File: config.mk
export PLATFORM = sky130hd
export DESIGN_NAME = cluster_collector
export DESIGN_NICKNAME = d
export VERILOG_FILES = /design/src/rtl/cluster_collector.sv
export SDC_FILE = /design/constraint.sdc
export NUM_CORES = 1
export LEC_CHECK = 0
export CAP_MARGIN = 20
export CORE_UTILIZATION = 43
export DETAILED_ROUTE_END_ITERATION = 12
export PLACE_DENSITY = 0.66
export RECOVER_POWER = 100
export SYNTH_ARGS = -nofsm -noshare
export SYNTH_HDL_FRONTEND = slang
export SYNTH_SLANG_ARGS = --single-unit
export TNS_END_PERCENT = 30
File: constraint.sdc
create_clock -name clock -period 3 [get_ports clock]
set_input_delay 0.45 -clock clock [delete_from_list [all_inputs] [get_ports clock]]
set_output_delay 0.45 -clock clock [all_outputs]
set_load 0.01 [all_outputs]
File: src/rtl/cluster_collector.sv
// cluster_collector
// Per-frame cluster accumulator downstream of the 768-pad priority encoder.
// Candidates accepted between two frame_strobe pulses are stored in arrival
// order and published as a packed, registered frame of 14-bit words
// {cnt[2:0], adr[10:0]} on the following strobe.
// Optional feature macro: CLUSTER_COLLECTOR_DEDUP_EN (drops a candidate whose
// address repeats the last accepted address of the current frame).
module cluster_collector #(
  parameter int          MXCLUSTERS  = 8,
  parameter int          MXADR       = 1536,
  parameter logic [10:0] INVALID_ADR = 11'h7FF
) (
  input  logic                     clock,
  input  logic                     global_reset,
  input  logic                     frame_strobe,
  input  logic                     cluster_found,
  input  logic [10:0]              adr,
  input  logic [2:0]               cnt,
  output logic [MXCLUSTERS*14-1:0] clusters_out,
  output logic [3:0]               cluster_count,
  output logic                     overflow,
  output logic                     bad_adr,
  output logic                     frame_valid
);

  localparam int              FRAME_W     = MXCLUSTERS * 14;
  localparam logic [13:0]     EMPTY_WORD  = {3'd0, INVALID_ADR};
  localparam logic [3:0]      MAX_COUNT   = 4'(MXCLUSTERS);
  localparam logic [11:0]     ADR_LIMIT   = 12'(MXADR);
  localparam logic [FRAME_W-1:0] EMPTY_FRAME = {MXCLUSTERS{EMPTY_WORD}};

  typedef enum logic [0:0] {
    IDLE    = 1'b0,
    COLLECT = 1'b1
  } state_t;

  state_t               state_q, state_d;

  // working frame being collected
  logic [FRAME_W-1:0]   work_q, work_d;
  logic [3:0]           count_q, count_d;
  logic                 ovf_q, ovf_d;
  logic                 bad_q, bad_d;
  logic [10:0]          last_q, last_d;

  // published frame
  logic [FRAME_W-1:0]   out_words_q, out_words_d;
  logic [3:0]           out_count_q, out_count_d;
  logic                 out_ovf_q, out_ovf_d;
  logic                 out_bad_q, out_bad_d;
  logic                 fv_q, fv_d;

  logic                 legal_s;
  logic                 illegal_s;
  logic                 dup_s;

  // classify the incoming candidate against the address range
  always_comb begin
    legal_s   = 1'b0;
    illegal_s = 1'b0;
    if (cluster_found) begin
      if ({1'b0, adr} < ADR_LIMIT) begin
        legal_s = 1'b1;
      end else begin
        illegal_s = 1'b1;
      end
    end else begin
      legal_s   = 1'b0;
      illegal_s = 1'b0;
    end
  end

  // next-state logic: arming, publishing and candidate accumulation
  always_comb begin
    state_d     = state_q;
    work_d      = work_q;
    count_d     = count_q;
    ovf_d       = ovf_q;
    bad_d       = bad_q;
    last_d      = last_q;
    out_words_d = out_words_q;
    out_count_d = out_count_q;
    out_ovf_d   = out_ovf_q;
    out_bad_d   = out_bad_q;
    fv_d        = 1'b0;
    dup_s       = 1'b0;

    case (state_q)
      IDLE: begin
        // the first strobe only arms collection; nothing is published
        if (frame_strobe) begin
          state_d = COLLECT;
          work_d  = EMPTY_FRAME;
          count_d = 4'd0;
          ovf_d   = 1'b0;
          bad_d   = 1'b0;
          last_d  = INVALID_ADR;
        end else begin
          state_d = IDLE;
        end
      end

      COLLECT: begin
        state_d = COLLECT;
        // publish the finished frame and start a fresh working set; a
        // candidate arriving with the strobe lands in the fresh set below
        if (frame_strobe) begin
          out_words_d = work_q;
          out_count_d = count_q;
          out_ovf_d   = ovf_q;
          out_bad_d   = bad_q;
          fv_d        = 1'b1;
          work_d      = EMPTY_FRAME;
          count_d     = 4'd0;
          ovf_d       = 1'b0;
          bad_d       = 1'b0;
          last_d      = INVALID_ADR;
        end else begin
          fv_d = 1'b0;
        end

`ifdef CLUSTER_COLLECTOR_DEDUP_EN
        dup_s = (adr == last_d);
`else
        dup_s = 1'b0;
`endif

        if (illegal_s) begin
          bad_d = 1'b1;
        end else if (legal_s && !dup_s) begin
          last_d = adr;
          if (count_d < MAX_COUNT) begin
            for (int i = 0; i < MXCLUSTERS; i++) begin
              if (count_d == 4'(i)) begin
                work_d[i*14 +: 14] = {cnt, adr};
              end else begin
                work_d[i*14 +: 14] = work_d[i*14 +: 14];
              end
            end
            count_d = count_d + 4'd1;
          end else begin
            ovf_d = 1'b1;
          end
        end else begin
          last_d = last_d;
        end
      end

      default: begin
        state_d = IDLE;
      end
    endcase
  end

  // state and output registers with synchronous reset
  always_ff @(posedge clock) begin
    if (global_reset) begin
      state_q     <= IDLE;
      work_q      <= EMPTY_FRAME;
      count_q     <= 4'd0;
      ovf_q       <= 1'b0;
      bad_q       <= 1'b0;
      last_q      <= INVALID_ADR;
      out_words_q <= EMPTY_FRAME;
      out_count_q <= 4'd0;
      out_ovf_q   <= 1'b0;
      out_bad_q   <= 1'b0;
      fv_q        <= 1'b0;
    end else begin
      state_q     <= state_d;
      work_q      <= work_d;
      count_q     <= count_d;
      ovf_q       <= ovf_d;
      bad_q       <= bad_d;
      last_q      <= last_d;
      out_words_q <= out_words_d;
      out_count_q <= out_count_d;
      out_ovf_q   <= out_ovf_d;
      out_bad_q   <= out_bad_d;
      fv_q        <= fv_d;
    end
  end

  assign clusters_out  = out_words_q;
  assign cluster_count = out_count_q;
  assign overflow      = out_ovf_q;
  assign bad_adr       = out_bad_q;
  assign frame_valid   = fv_q;

endmodule

==> results_slide.txt <==
Synthesis and Place & Route Summary

Status
  – Outcome: finished clean

Synth
  – Top cells by area: dfxtp_1, nand2_1, nand3b_1, nand2b_1, a21oi_1
  – Most common cell in the netlist: nand2_1
  – Ys flop type: dfxtp_1
  – Synth cell types: 46
  – Post-Syn Area: 0.00885 sq mm
  – Post-synthesis cell count: 1,018
  – Post-Syn Area per Cell: 8.70 sq um
  – Number of enable flip-flop cells: 0
  – Post-synth regs: 238
  – Yosys Instances: 1,018
  – Synth Seq Share: 0.538

Die
  – Placement Rows: 52
  – Init Core Util: 0.437
  – Chip height: 145 um

Layout
  – # fillers: 1,900
  – N_diodes: 0

GRT
  – Largest net degree at the start of global routing: 72
  – Number of global-route vias before repair: 6,664
  – Total gr overflow: 0
  – All-Layer GR Usage: 0.208

Clocking
  – Clock Tree Buf Depth: 3
  – H-tree Lvls: 1
  – Post_cts resized: 0
  – Clk slew on worst S/H paths: 0.06 ns
  – TritonCTS Buffers: 24

Placed design
  – Port bufs: 136
  – Placed cell count: 1,348
  – Dpl ws: 0.456 ns

Power and ir drop
  – Logic pwr share: 0.076
  – Worst VDD drop: 0.000320 V
  – Sw frac: 0.225

Worst setup path
  – WS Path Type: input port to register
  – CP peak stage delay: 0.94 ns
  – Arr. time, crit path: 2.76 ns
  – CP Cell Sequence: dlygate4sd3_1 -> nand2_4 -> clkbuf_4 -> nand2_1 -> nand3b_1
  – Critical-path top delay cell: dlygate4sd3_1
  – Worst Path Required: 3.38 ns
  – Critical Path Fanout Max: 66
  – CP endpoint kind: register
  – Startpoint types: input port

Timing
  – # setup viols final: 0
  – Tmin final: 2.38 ns
  – Achievable Freq: 420 MHz
  – Final Hold Viols: 0

Drt
  – DRT Wirelength: 22.3 mm
  – Number of vias per cell: 5.12
  – Remaining DRCs: 0
  – DRT iter0 DRCs: 527
  – Wire per inst: 16.0 um
[per-stage QoR]
| stage | hold slack (ns) | power [mW] |
|---|---|---|
| after floorplan | 0.432 | 3.66 |
| after global placement | 0.441 | 3.91 |
| after detailed placement | 0.445 | 3.91 |
| after CTS | 0.399 | 6.96 |
| after global routing | 0.422 | 7.14 |
| final | 0.406 | 6.87 |
[final timing paths]
path | depth (start not counted) | from | end
min reg2reg | 2 | clusters_out[82] | clusters_out[82]
max reg2reg | 5 | state_q | work_q[61]
min | 2 | global_reset | state_q
max | 5 | frame_strobe | clusters_out[6]
[layer usage]
metal	up-vias	track usage	part of all wire
li1	3573	-	-
met1	3330	0.290	0.47
met2	188	0.336	0.46
met3	30	0.0335	0.046
met4	0	0.0500	0.016
met5	-	0	0
[power groups by stage]
stage | clock network (mW) | registers [mW] | logic [mW]
after floorplan | 0 | 3.38 | 0.278
after global placement | 0 | 3.36 | 0.553
after detailed placement | 0 | 3.36 | 0.557
after CTS | 3.12 | 3.29 | 0.558
after global routing | 3.28 | 3.29 | 0.573
final | 3.06 | 3.28 | 0.525
[critical path, delay by kind of cell]
kind          cells  cell delay [ns]
buf+inv           2             1.54
simple gates      3             0.71
[flip-flops by register name, indices dropped and copies added (netlist names)]
register / cells
cluster_count: 4
clusters_out: 112
state_q: 1
overflow: 1
count_q: 4
bad_adr: 1
work_q: 112
frame_valid: 1
bad_q: 1
ovf_q: 1
[cell usage in the layout (no fill, tap or decap), types with 2 or more instances in the layout]
cell             instances
a21oi_1                 43
o22ai_1                 22
nand2b_1                47
a41oi_1                  2
nand3b_1                88
a22oi_1                 13
a21o_1                   2
nor3_1                   2
dfxtp_1                238
nor4_4                   3
dlygate4sd3_1          120
nor2b_1                  2
nor2_1                  23
nand2_1                325
clkbuf_1                 6
nand4_1                  7
or3_1                    5
nor3b_1                  2
clkbuf_16               25
o32ai_1                 22
clkdlybuf4s50_1         15
a22o_1                   3
clkinv_2                 5
clkbuf_8                 7
and2_4                   2
o22a_1                   9
bufinv_16                2
a31oi_1                  2
buf_4                   15
buf_12                   2
nor4_2                   3
nand3_1                 34
[logic make-up after synthesis]
logic type | Yosys count | synth area share
xor+xnor | 1 | 0.000990
simple gates | 559 | 0.315
flops | 238 | 0.538
compound gates | 123 | 0.0948
buf+inv | 97 | 0.0505
[layout make-up]
type                       instances  area share
multi-input combinational        683       0.329
clock buffer                      35      0.0660
clock inverter                     8     0.00834
tap                              270      0.0304
inverter                           1    0.000338
sequential                       238       0.429
timing repair buffer             156       0.137
Routed metal per tile:
The die is cut into 29 by 29 equal tiles; dark blue is low, red is high, scaled to the fullest tile. Values are wire area over tile area, all layers added.
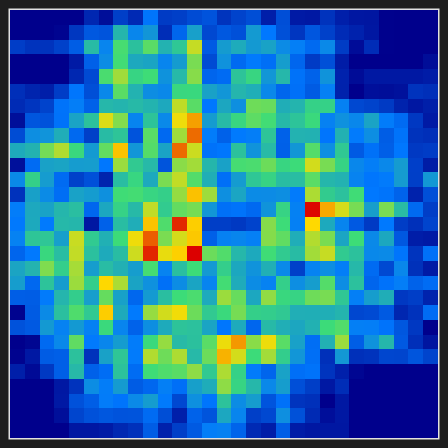
mean over tiles: 0.17
tiles over half the peak: 16%
fullest tile: 0.56
densest ninth of the die: middle
nearly empty tiles: 10%

Clock distribution:
The bar under the picture is 50 um long.
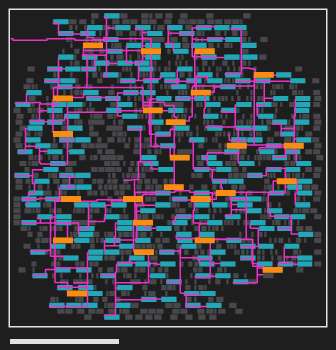
[orange] clock drivers | count: 24
[magenta] clock wires | length: 2,690 um
[cyan] flip-flops | count: 238
flops lie: all over the die
routed clock nets: 25
clock skew: 0.00911 ns
Clk power: 3.06 mW

Sizing map:
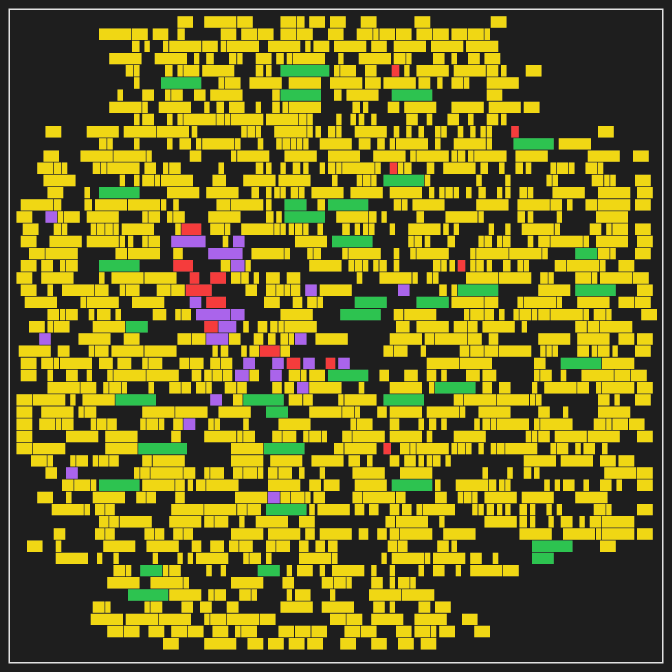
| colour | size | cells | share | most used |
|---|---|---|---|---|
| green | _6 and larger | 36 | 3.2% | clkbuf_16 |
| purple | _3 and _4 cells | 25 | 2.2% | buf_4 |
| red | _2 cells | 15 | 1.3% | clkinv_2 |
| yellow | _0 and _1 cells | 1,045 | 93% | nand2_1 |
fin area: 0.0111 sq mm
Final WS setup: 0.621 ns
area growth from synthesis to layout: 25.4%

Cell placement:
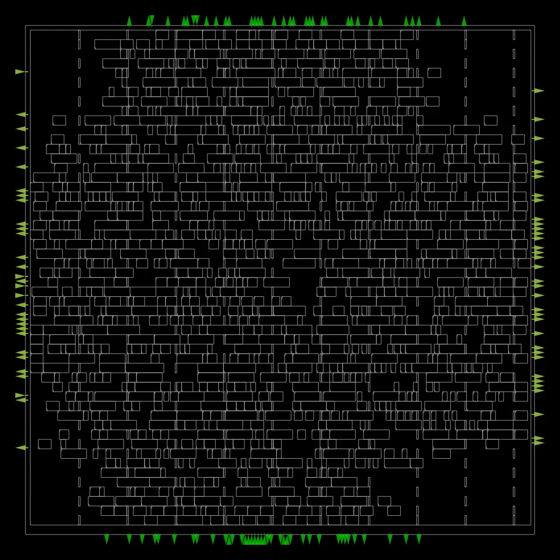
final non-filler cell total: 1,391
sequential cell area share: 0.429
core area: 0.0202 sq mm
final core occ: 0.549

Where the registers sit:
The bar under the picture is 50 um long. Other sequential cells in the stronger grey, the rest of the logic in the fainter grey.
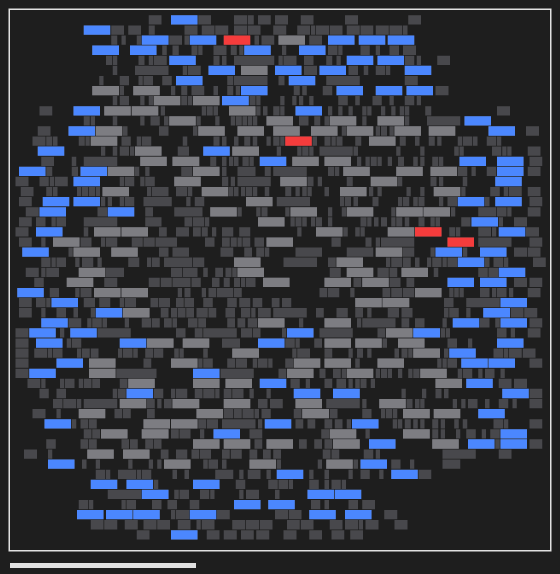
| colour | netlist name | sequential cells |
|---|---|---|
| blue | `clusters_out` | 112 |
| red | `cluster_count` | 4 |
not coloured: 122

Power figures rest on the tool's default switching activity, not on a simulated workload.
